**src/rtl/midi_tx.sv**
```systemverilog
// midi_tx: 8N1 serial MIDI transmitter with a one-byte holding register in front
// of the shifter, so consecutive bytes go out back-to-back without idle gaps.
module midi_tx #(
  parameter int CLK_FREQ     = 50_000_000,
  parameter int BAUD         = 31250,
  parameter int CLKS_PER_BIT = CLK_FREQ / BAUD
) (
  input  logic       clk_i,
  input  logic       nrst_i,
  input  logic [7:0] txData_i,
  input  logic       txValid_i,
  output logic       txReady_o,
  output logic       txData_o,
  output logic       busy_o,
  output logic       txDone_o
);

  localparam int CNT_W = (CLKS_PER_BIT > 1) ? $clog2(CLKS_PER_BIT) : 1;
  localparam logic [CNT_W-1:0] CNT_LAST = CNT_W'(CLKS_PER_BIT - 1);

  typedef enum logic [1:0] {
    S_IDLE,
    S_START,
    S_DATA,
    S_STOP
  } state_e;

  state_e           state_q, state_d;
  logic [CNT_W-1:0] cnt_q, cnt_d;
  logic [2:0]       bitIdx_q, bitIdx_d;
  logic [7:0]       shift_q, shift_d;
  logic [7:0]       hold_q, hold_d;
  logic             holdFull_q, holdFull_d;
  logic             txData_q, txData_d;

  logic bitEnd;
  logic load;
  logic accept;

  // Shared decodes: end of the current bit period, shifter load, and handshake.
  // load requires a full holding register and accept an empty one, so both
  // can never fire on the same edge.
  assign bitEnd = (cnt_q == CNT_LAST);
  assign load   = holdFull_q && ((state_q == S_IDLE) || ((state_q == S_STOP) && bitEnd));
  assign accept = txValid_i && !holdFull_q;

  // State and datapath registers; reset abandons any frame and idles the line.
  always_ff @(posedge clk_i or negedge nrst_i) begin
    if (!nrst_i) begin
      state_q    <= S_IDLE;
      cnt_q      <= '0;
      bitIdx_q   <= '0;
      shift_q    <= '0;
      hold_q     <= '0;
      holdFull_q <= 1'b0;
      txData_q   <= 1'b1;
    end else begin
      state_q    <= state_d;
      cnt_q      <= cnt_d;
      bitIdx_q   <= bitIdx_d;
      shift_q    <= shift_d;
      hold_q     <= hold_d;
      holdFull_q <= holdFull_d;
      txData_q   <= txData_d;
    end
  end

  // Next-state logic: START -> DATA x8 -> STOP, chaining straight into START if
  // a byte is already waiting in the holding register.
  always_comb begin
    state_d = state_q;
    unique case (state_q)
      S_IDLE:  if (load) state_d = S_START;
      S_START: if (bitEnd) state_d = S_DATA;
      S_DATA:  if (bitEnd && (bitIdx_q == 3'd7)) state_d = S_STOP;
      S_STOP:  if (bitEnd) state_d = load ? S_START : S_IDLE;
      default: state_d = S_IDLE;
    endcase
  end

  // Baud counter, bit index, shifter and holding register updates.
  always_comb begin
    cnt_d      = cnt_q;
    bitIdx_d   = bitIdx_q;
    shift_d    = shift_q;
    hold_d     = hold_q;
    holdFull_d = holdFull_q;

    if ((state_q == S_IDLE) || bitEnd) begin
      cnt_d = '0;
    end else begin
      cnt_d = cnt_q + CNT_W'(1);
    end

    if (load || ((state_q == S_START) && bitEnd)) begin
      bitIdx_d = '0;
    end else if ((state_q == S_DATA) && bitEnd && (bitIdx_q != 3'd7)) begin
      bitIdx_d = bitIdx_q + 3'd1;
    end

    if (load) begin
      shift_d    = hold_q;
      holdFull_d = 1'b0;
    end

    if (accept) begin
      hold_d     = txData_i;
      holdFull_d = 1'b1;
    end
  end

  // Output logic: serial level is registered one cycle behind the state.
  always_comb begin
    txData_d = 1'b1;
    unique case (state_q)
      S_START: txData_d = 1'b0;
      S_DATA:  txData_d = shift_q[bitIdx_q];
      default: txData_d = 1'b1;
    endcase
  end

  assign txData_o  = txData_q;
  assign txReady_o = !holdFull_q;
  assign busy_o    = (state_q != S_IDLE);
  assign txDone_o  = (state_q == S_STOP) && bitEnd;

endmodule

```
**config.mk**
```make
export PLATFORM = sky130hd
export DESIGN_NAME = midi_tx
export DESIGN_NICKNAME = d
export VERILOG_FILES = /design/src/rtl/midi_tx.sv
export SDC_FILE = /design/constraint.sdc
export NUM_CORES = 1
export LEC_CHECK = 0
export CAP_MARGIN = 30
export CELL_PAD_IN_SITES_DETAIL_PLACEMENT = 1
export CELL_PAD_IN_SITES_GLOBAL_PLACEMENT = 1
export CORE_MARGIN = 2
export CORE_UTILIZATION = 27
export DETAILED_ROUTE_END_ITERATION = 12
export PLACE_DENSITY_LB_ADDON = 0.1
export SLEW_MARGIN = 20
export SYNTH_ARGS = -nofsm -noshare
export SYNTH_HDL_FRONTEND = slang
export SYNTH_SLANG_ARGS = --single-unit
```
**constraint.sdc**
```tcl
create_clock -name clk_i -period 1.92 [get_ports clk_i]
set_input_delay 0.48 -clock clk_i [delete_from_list [all_inputs] [get_ports clk_i]]
set_output_delay 0.48 -clock clk_i [all_outputs]
set_load 0.005 [all_outputs]
```
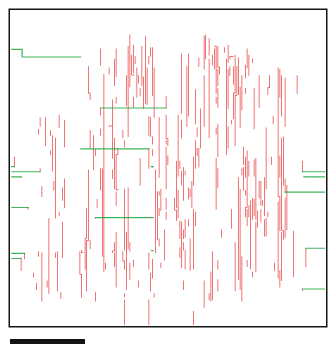
*Metal layers overlaid, run 1*
Scale bar: 20 um. Two of the layers only.
[green] metal 3 | wire length: 126 um
[red] metal 2 | wire length: 1,840 um
routed vias: 1,227
global-route usage over all layers: 0.116
wire length after detailed routing: 3760 um
average detailed-routed wire length per instance: 14.3 um

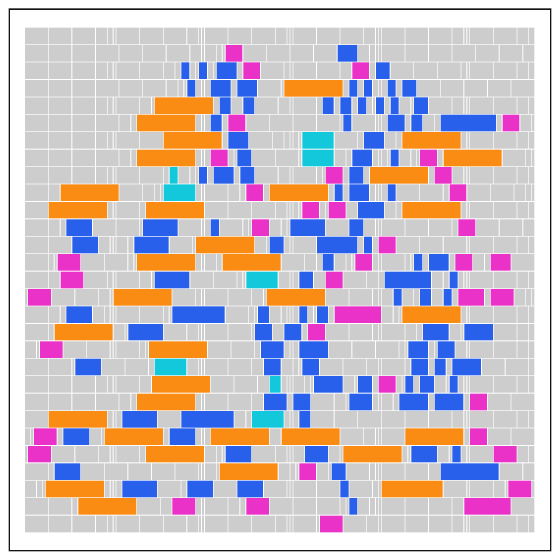
*Placement by cell class, run 1*
Fill, decap, tap and diode cells in grey.
[magenta] remaining buffers and delay cells | cells: 40 | share of their area: 16%
[cyan] clock drivers and dummy loads | cells: 8 | share of their area: 4.2%
[orange] sequential cells | cells: 34 | share of their area: 39%
[blue] combinational and other logic | cells: 105 | share of their area: 40%
number of rows in the core area: 29
core footprint: 6280 sq um
cell area after layout: 2290 sq um
utilization after layout: 0.364
sequential share of cell area: 0.373

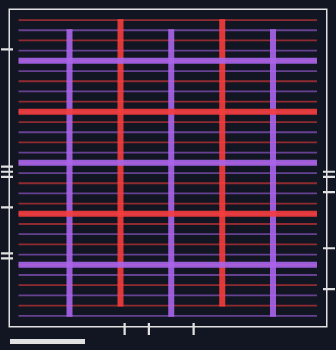
*Floorplan with the power grid, run 1*
Scale bar: 20 um. Pins as bars on the die edge.
[red] VDD
[purple] VSS
met1 rails: 30
signal pins: 15
met5 straps: 5
die outline height: 84.3 um
maximum ir drop on the vdd rail: 0.511 mV

run 1: layout make-up:
class                      count  area [sq um]  share of cell area
multi-input combinational    101           872               0.381
sequential                    34           852               0.373
timing repair buffer          40           360               0.158
tap                           77          96.3              0.0421
clock buffer                   7          86.3              0.0377
inverter                       4          15.0             0.00656
clock inverter                 1          5.00             0.00219
run 1: worst max-delay path, delay by kind of cell (launching register included):
kind          cells  cell delay (ns)
flops             1             0.41
simple gates      3             0.70
buf+inv           1             0.08
run 1: flip-flops by register name, summed over array words and instances, names as in the netlist:
| signal | flops |
|---|---|
| cnt_q | 11 |
| state_q | 2 |
| hold_q | 8 |
| bitIdx_q | 3 |
| txData_o | 1 |
| holdFull_q | 1 |
| shift_q | 8 |
run 1: where the power goes:
group / switching, mW / total (mW) / internal, mW
registers: 0.145 / 1.12 / 0.980
clock network: 0.248 / 0.537 / 0.289
logic: 0.573 / 1.34 / 0.763
total: 0.966 / 3.00 / 2.03
run 1: cells in the final DEF, fill, tap and decap left out, drive strengths merged, types with 2 or more instances in the layout:
master,count
a21oi,4
a31oi,2
and2,2
and3,3
buf,27
clkbuf,7
clkdlybuf4s50,12
dfrtp,33
ha,8
inv,4
mux2,17
mux2i,4
mux4,2
nand2,8
nand2b,2
nand3,6
nand3b,3
nand4,2
nor2,14
nor3,3
nor3b,2
nor4,2
xnor2,3
xor2,5
run 1: metrics by stage:
stage	utilization	setup TNS (ns)
global route	0.364	-0.0916
CTS	0.364	-0.0662
finish	0.364	-0.0320
detailed placement	0.343	-0.129
floorplan	-	0
global placement	0.343	-0.0700
run 1: layer usage:
layer	vias up	part of all wire
li1	599	-
met1	605	0.46
met2	17	0.49
met3	6	0.033
met4	0	0.016
met5	-	0
==> notes.md, run 1 <==
This note records the results obtained with Yosys and OpenROAD.

Worst setup path
The required arrival time at the worst endpoint is 1.44 ns. Per the timing report, the biggest fanout along the worst path comes to 2. The termination of the worst setup path is txDone_o. The critical path start-end classification is flop to output port. Tracing the worst setup path back leads to its startpoint at cnt_q[7]$_DFF_PN0_.

Clock tree
After clock tree synthesis, the repair step resized 13 gates.

Global route
The number of global-route vias before repair was 1,332. The number of antenna violations at the first check in global routing is 0. The first global-routing pass estimated around 6500 um of wire.

Synth
The synthesis report names the predominant flop master as dfrtp_1. The most area-hungry cell type in the Yosys netlist is dfrtp_1. The average size of a mapped cell is 12.2 sq um. Once synthesis finished, the tally of register bits stood at 34.

The synthesis report lists the most area-consuming cells as dfrtp_1 47%, mux2_2 7.1%, ha_1 5.8%, mux2_4 5.2%, nor2_1 3.0%. Per the synthesis report, the XOR/XNOR share of the synthesized area is 0.0403. Sorting the synthesized cells by how often they occur yields 33 x dfrtp_1, 14 x nor2_1, 11 x mux2_2, 8 x ha_1, 8 x nand2_1.

Status
The run finished, with violations left. The final reports fail on negative setup slack.

Final timing
Setup repair after global routing could not meet its margin everywhere. The final critical-path setup slack is -0.0320 ns. The final timing report counts setup violations totalling 1.

Detailed routing
The routed layout reports a DRC error count of 0.

Layout
The final report lists a non-filler cell total of 264. After the last flow step, the layout net total stands at slightly above 200. The antenna diode count is 0.

Floorplanning
The share of the core area taken by cells at floorplan is 0.277.

Place
The placement report lists the number of port buffers as 14.
==> inputs of run 2 (changes only) <==
==> constraint.sdc (replaced) <==
create_clock -name clk_i -period 2.05 [get_ports clk_i]
set_input_delay 0.5125 -clock clk_i [delete_from_list [all_inputs] [get_ports clk_i]]
set_output_delay 0.5125 -clock clk_i [all_outputs]
set_load 0.005 [all_outputs]
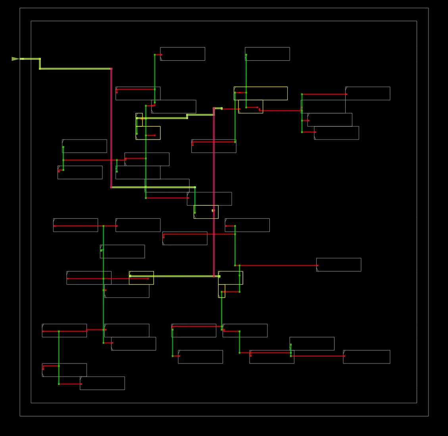
*Clock wiring as the flow saved it, run 2*
clock skew after layout: 0.00949 ns
clock buffers created by TritonCTS: 5

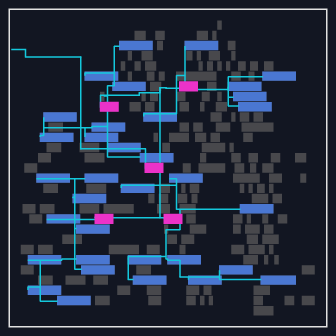
*Clock distribution, run 2*
[cyan] clock wires | length: 492 um
[blue] flip-flops | count: 34
[magenta] clock drivers | count: 5
flops lie: all over the die
power in the clock group: 0.604 mW
clk_lat worst skew: 0.29 ns
portion of total power attributed to the clock network: 0.209

==> run 2 against run 1 <==
  * The flow now finishes without violations
  * Sequential power decreased by 6%
  * Register-to-register slack improved by 0.16 ns
  * Cell count is 1.1% lower
  * Count of clock-buffer cells in the layout did not move
  * Routed wire length rose by 2.0%
  * Die area did not move
  * Critical path depth unchanged
  * Setup slack better by 0.13 ns
  * First-iteration DRC count rose by 56%
  * Sequential share of layout area rose by 0.56 points
  * Synthesized cell count unchanged
  * Design area down 1.5%
  * Highest routed layer unchanged
==> notes.md, run 2 <==
This note records the results obtained with Yosys and OpenROAD.

Power and ir drop
The switching power is 0.903 mW. The peak ir drop on the vdd network is 0.410 mV. The share of total power dissipated in sequential elements is 0.363. The share of total power dissipated in combinational logic is 0.428. The switching portion of total power comes to 0.313. The largest share of the power goes to combinational cells. The reported sequential group power is between 1 and 1.5 mW. Per report_power, the Combinational row totals roughly 1.2 mW.

Synth
In the synthesized netlist, the cells that appear most often are 33 x dfrtp_1, 14 x nor2_1, 11 x mux2_2, 8 x ha_1, 8 x nand2_1. The synthesis report names the predominant flop master as dfrtp_1. Per the synthesis report, the dominant area consumer among library cells is dfrtp_1. Per the post-synthesis stats, the area per cell is 12.2 sq um.

Layout
The antenna diode count is 0. Leaving out filler cells and counting taps, the final layout contains around 260. Ranking logic cells in the layout by count gives the top entries 33 x dfrtp_1, 22 x buf_4, 14 x nor2_1.

The most instantiated logic cell after routing is dfrtp_1. The flip-flop count of the largest register after layout is 11. cnt_q holds more flip-flops than any other register. The post-route utilization of the core is recorded as 0.359. The count of nets after finishing is 202.

In the final layout, the registers with the most flip-flops are cnt_q x11, hold_q x8, shift_q x8.

Detailed routing
Per the detail_route log, the uppermost layer with routed signals is met4. The routed design shows a wire length per standard cell of 14.7 um. Per the post-route antenna check, the number of violating nets is 0.

The iteration count recorded for the first detailed-route pass is 4. The wire length recorded after detailed routing is 3840 um. The script parses the final routing iteration and logs DRC violations as 0.

Detailed routing inserted a total of 1,233 vias. The total length of routed met3 wires is roughly 140 um. The total length of routed met2 wires is approximately 1900 um.

Final timing
Setup repair after global routing left no endpoint under its margin. The setup TNS is 0 ns. Endpoints with negative setup slack in the final report add up to 0.

Clock tree
The post-cts sizing count is 12.

Global route
The number of global-route vias before repair is 1,401. The wire length of the first global-routing pass is 6720 um. In the global route stage, overall resource usage came out at 0.119.

The number of antenna violations at the first check in global routing is 0.

Floorplanning
The height of the chip is 84.3 um. The floorplan step records an initial core utilization of 0.277.

Worst setup path
Looking at the critical path, the highest net fanout was 2. The critical path endpoint has a required time of about 1.5 ns. By startpoint and endpoint, the worst setup path is classified as flop to output port.

The termination of the worst setup path is txDone_o.

Status
The flow ran to the end, and the final reports show no timing, DRC or antenna violations.

Place
The number of buffer cells added on primary ports is 14.
-- run 2: layout make-up --
| cell class | count | area, sq um |
|---|---|---|
| clock buffers | 7 | 76.3 |
| clock inverters | 1 | 30.0 |
| fillers | 707 | 4020 |
| inverters | 4 | 15.0 |
| multi-input cells | 101 | 865 |
| flip-flops and latches | 34 | 852 |
| well taps | 77 | 96.3 |
| repair buffers | 37 | 319 |
-- run 2: worst min-delay path by stage --
stage / endpoint / depth (start not counted)
6_report: shift_q[0]$_DFFE_PN0P_ / 1
5_1_grt: shift_q[6]$_DFFE_PN0P_ / 1
4_1_cts: shift_q[2]$_DFFE_PN0P_ / 1
3_5_place_dp: shift_q[6]$_DFFE_PN0P_ / 1
3_3_place_gp: shift_q[2]$_DFFE_PN0P_ / 1
2_1_floorplan: bitIdx_q[0]$_DFFE_PN0P_ / 0
-- run 2: critical path, cell delays in order (launching register included) --
cell and delay [ns]:
dfrtp_1 0.41, nor4b_4 0.30, and3_4 0.23, and2_4 0.13
buf_2 0.10
-- run 2: cells by family after synthesis --
family                   synth area share
flip-flops                          0.490
multiplexers                        0.172
buffers and inverters              0.0223
AND/OR/NAND/NOR                     0.168
adder cells (fa/ha/maj)            0.0575
AND-OR/OR-AND                      0.0503
XOR/XNOR                           0.0403
-- run 2: through the flow --
| step | hold WS [ns] | worst slack [ns] | power, mW | cell area [sq um] |
|---|---|---|---|---|
| 4_1_cts | 0.513 | 0.0808 | 2.92 | 2250 |
| 3_5_place_dp | 0.490 | 0.00156 | 2.25 | 2120 |
| 5_1_grt | 0.526 | 0.0454 | 3.10 | 2250 |
| 2_1_floorplan | 0.217 | 0.227 | 1.82 | 1740 |
| 3_3_place_gp | 0.486 | 0.0298 | 2.21 | 2120 |
| 6_report | 0.504 | 0.0945 | 2.88 | 2250 |
==> inputs of run 3 (changes only) <==
--- a/config.mk
+++ b/config.mk
@@ -10,7 +10,9 @@
 export CELL_PAD_IN_SITES_GLOBAL_PLACEMENT = 1
 export CORE_MARGIN = 2
 export CORE_UTILIZATION = 27
+export CTS_CLUSTER_DIAMETER = 40
 export DETAILED_ROUTE_END_ITERATION = 12
+export GPL_ROUTABILITY_DRIVEN = 0
 export PLACE_DENSITY_LB_ADDON = 0.1
 export SLEW_MARGIN = 20
 export SYNTH_ARGS = -nofsm -noshare
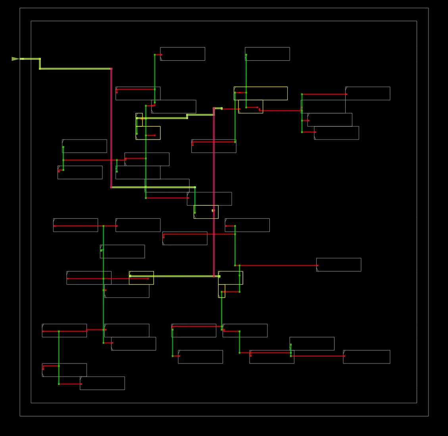
*Clock wiring as the flow saved it, run 3*
TritonCTS sink count: 34
# clk buffers: 7
Seq cells: 34

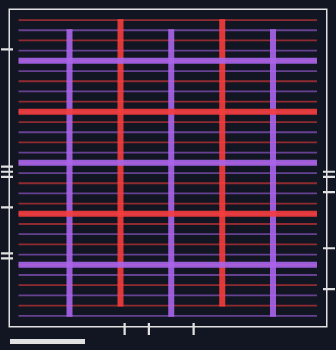
*Floorplan with the power grid, run 3*
Scale bar: 20 um. Pins as bars on the die edge.
[red] VDD
[purple] VSS
met5 straps: 5
met1 rails: 30
rows: 29
met4 straps: 5
maximum ir drop on the vdd rail: 0.410 mV
die extent in x: 84.3 um

==> run 3 against run 2 <==
  * Global-route usage unchanged
  * Register-to-register slack hardly changed
  * Critical path type unchanged
  * Clock power about the same
  * Core utilization unchanged
  * Critical endpoint unchanged
  * Worst hold slack did not move
  * Routed wire length did not move
  * Non-clock buffer count unchanged
==> notes.md, run 3 <==
This note records the results obtained with Yosys and OpenROAD.

Worst setup path
The slowest cell on the critical path is dfrtp_1. Together, buffers and inverters on the worst path number 1. The largest fanout on the critical path is 2. The timing report gives the biggest stage delay along the critical path as 0.41 ns. The dominant delay contributor by cell family on the critical path is simple AND/OR/NAND/NOR gates. The critical path in this run is classified as flop to output port.

Layout
Ranking logic cells in the layout by count gives the top entries 33 x dfrtp_1, 22 x buf_4, 14 x nor2_1. The largest registers in the layout are cnt_q x11, hold_q x8, shift_q x8. Summing all flip-flop and latch instances after layout gives between 800 and 900 sq um. The top cell type in the final layout, fill and taps aside, is dfrtp_1.

The count of nets after finishing is 202. The antenna diode count is 0.

Global route
The first global-routing pass estimated around 6700 um of wire.

Power and ir drop
The power consumed by combinational cells is between 1 and 1.5 mW. The clock network power is 0.604 mW.

Detailed routing
The via count of the routed design is 1,233. TritonRoute reported its final design rule violation total as 0. The wire length per cell is about 15 um. The total routed wirelength is 3840 um.

Synth
The share of synthesized cell area in and, or, nand and nor gates is 0.168. The post-synthesis xor/xnor area fraction is 0.0403. Yosys attributes the largest share of cell area to dfrtp_1 47%, mux2_2 7.1%, ha_1 5.8%, mux2_4 5.2%, nor2_1 3.0%.

Place
Port buffering added 14 buffers.

Floorplanning
In this run the standard cell core region covers 6280 sq um. According to the floorplan log, the row count is 29.

Status
The flow ran to the end, and the final reports show no timing, DRC or antenna violations.

Final timing
Between clock sinks in the finished design, the worst skew comes to 0.00949 ns.
## run 3: cell counts after synthesis
Identical to the previous run, type by type.
## run 3: worst paths after layout
check / start / to / slack (ns) / cells past startpoint
worst min-delay path: hold_q[0]$_DFFE_PN0P_ / shift_q[0]$_DFFE_PN0P_ / 0.50 / 1
min in group asynchronous: nrst_i / state_q[1]$_DFFE_PN0P_ / 0.64 / 2
worst max register to register: cnt_q[6]$_DFF_PN0_ / shift_q[2]$_DFFE_PN0P_ / 0.25 / 6
worst min register to register: hold_q[0]$_DFFE_PN0P_ / shift_q[0]$_DFFE_PN0P_ / 0.50 / 1
max in group asynchronous: nrst_i / cnt_q[1]$_DFF_PN0_ / 1.07 / 2
worst max-delay path: cnt_q[6]$_DFF_PN0_ / txDone_o / 0.09 / 4
## run 3: timing repair
| action | CTS | global route |
|---|---|---|
| setup endpoints to repair | 2 | 0 |
| buffers inserted | 3 | 0 |
| resized | 12 | 0 |
## run 3: area by class of cell
class / count / share of cell area
multi-input cells: 101 / 0.384
flip-flops and latches: 34 / 0.378
repair buffers: 37 / 0.142
well taps: 77 / 0.0428
clock buffers: 7 / 0.0339
clock inverters: 1 / 0.0133
inverters: 4 / 0.00666
## run 3: through the flow
stage / worst slack, ns / hold slack [ns]
after CTS: 0.0808 / 0.513
after floorplan: 0.227 / 0.217
after global routing: 0.0454 / 0.526
after detailed placement: 0.00156 / 0.490
final: 0.0945 / 0.504
after global placement: 0.0298 / 0.486
## run 3: layer usage
layer / part of all wire / wire length, um / vias to the layer above
met5: 0 / 0 / -
met4: 0.015 / 59 / 0
met3: 0.035 / 135 / 5
met2: 0.49 / 1890 / 21
met1: 0.46 / 1750 / 619
li1: - / - / 588
Power and IR drop assume default switching activity.
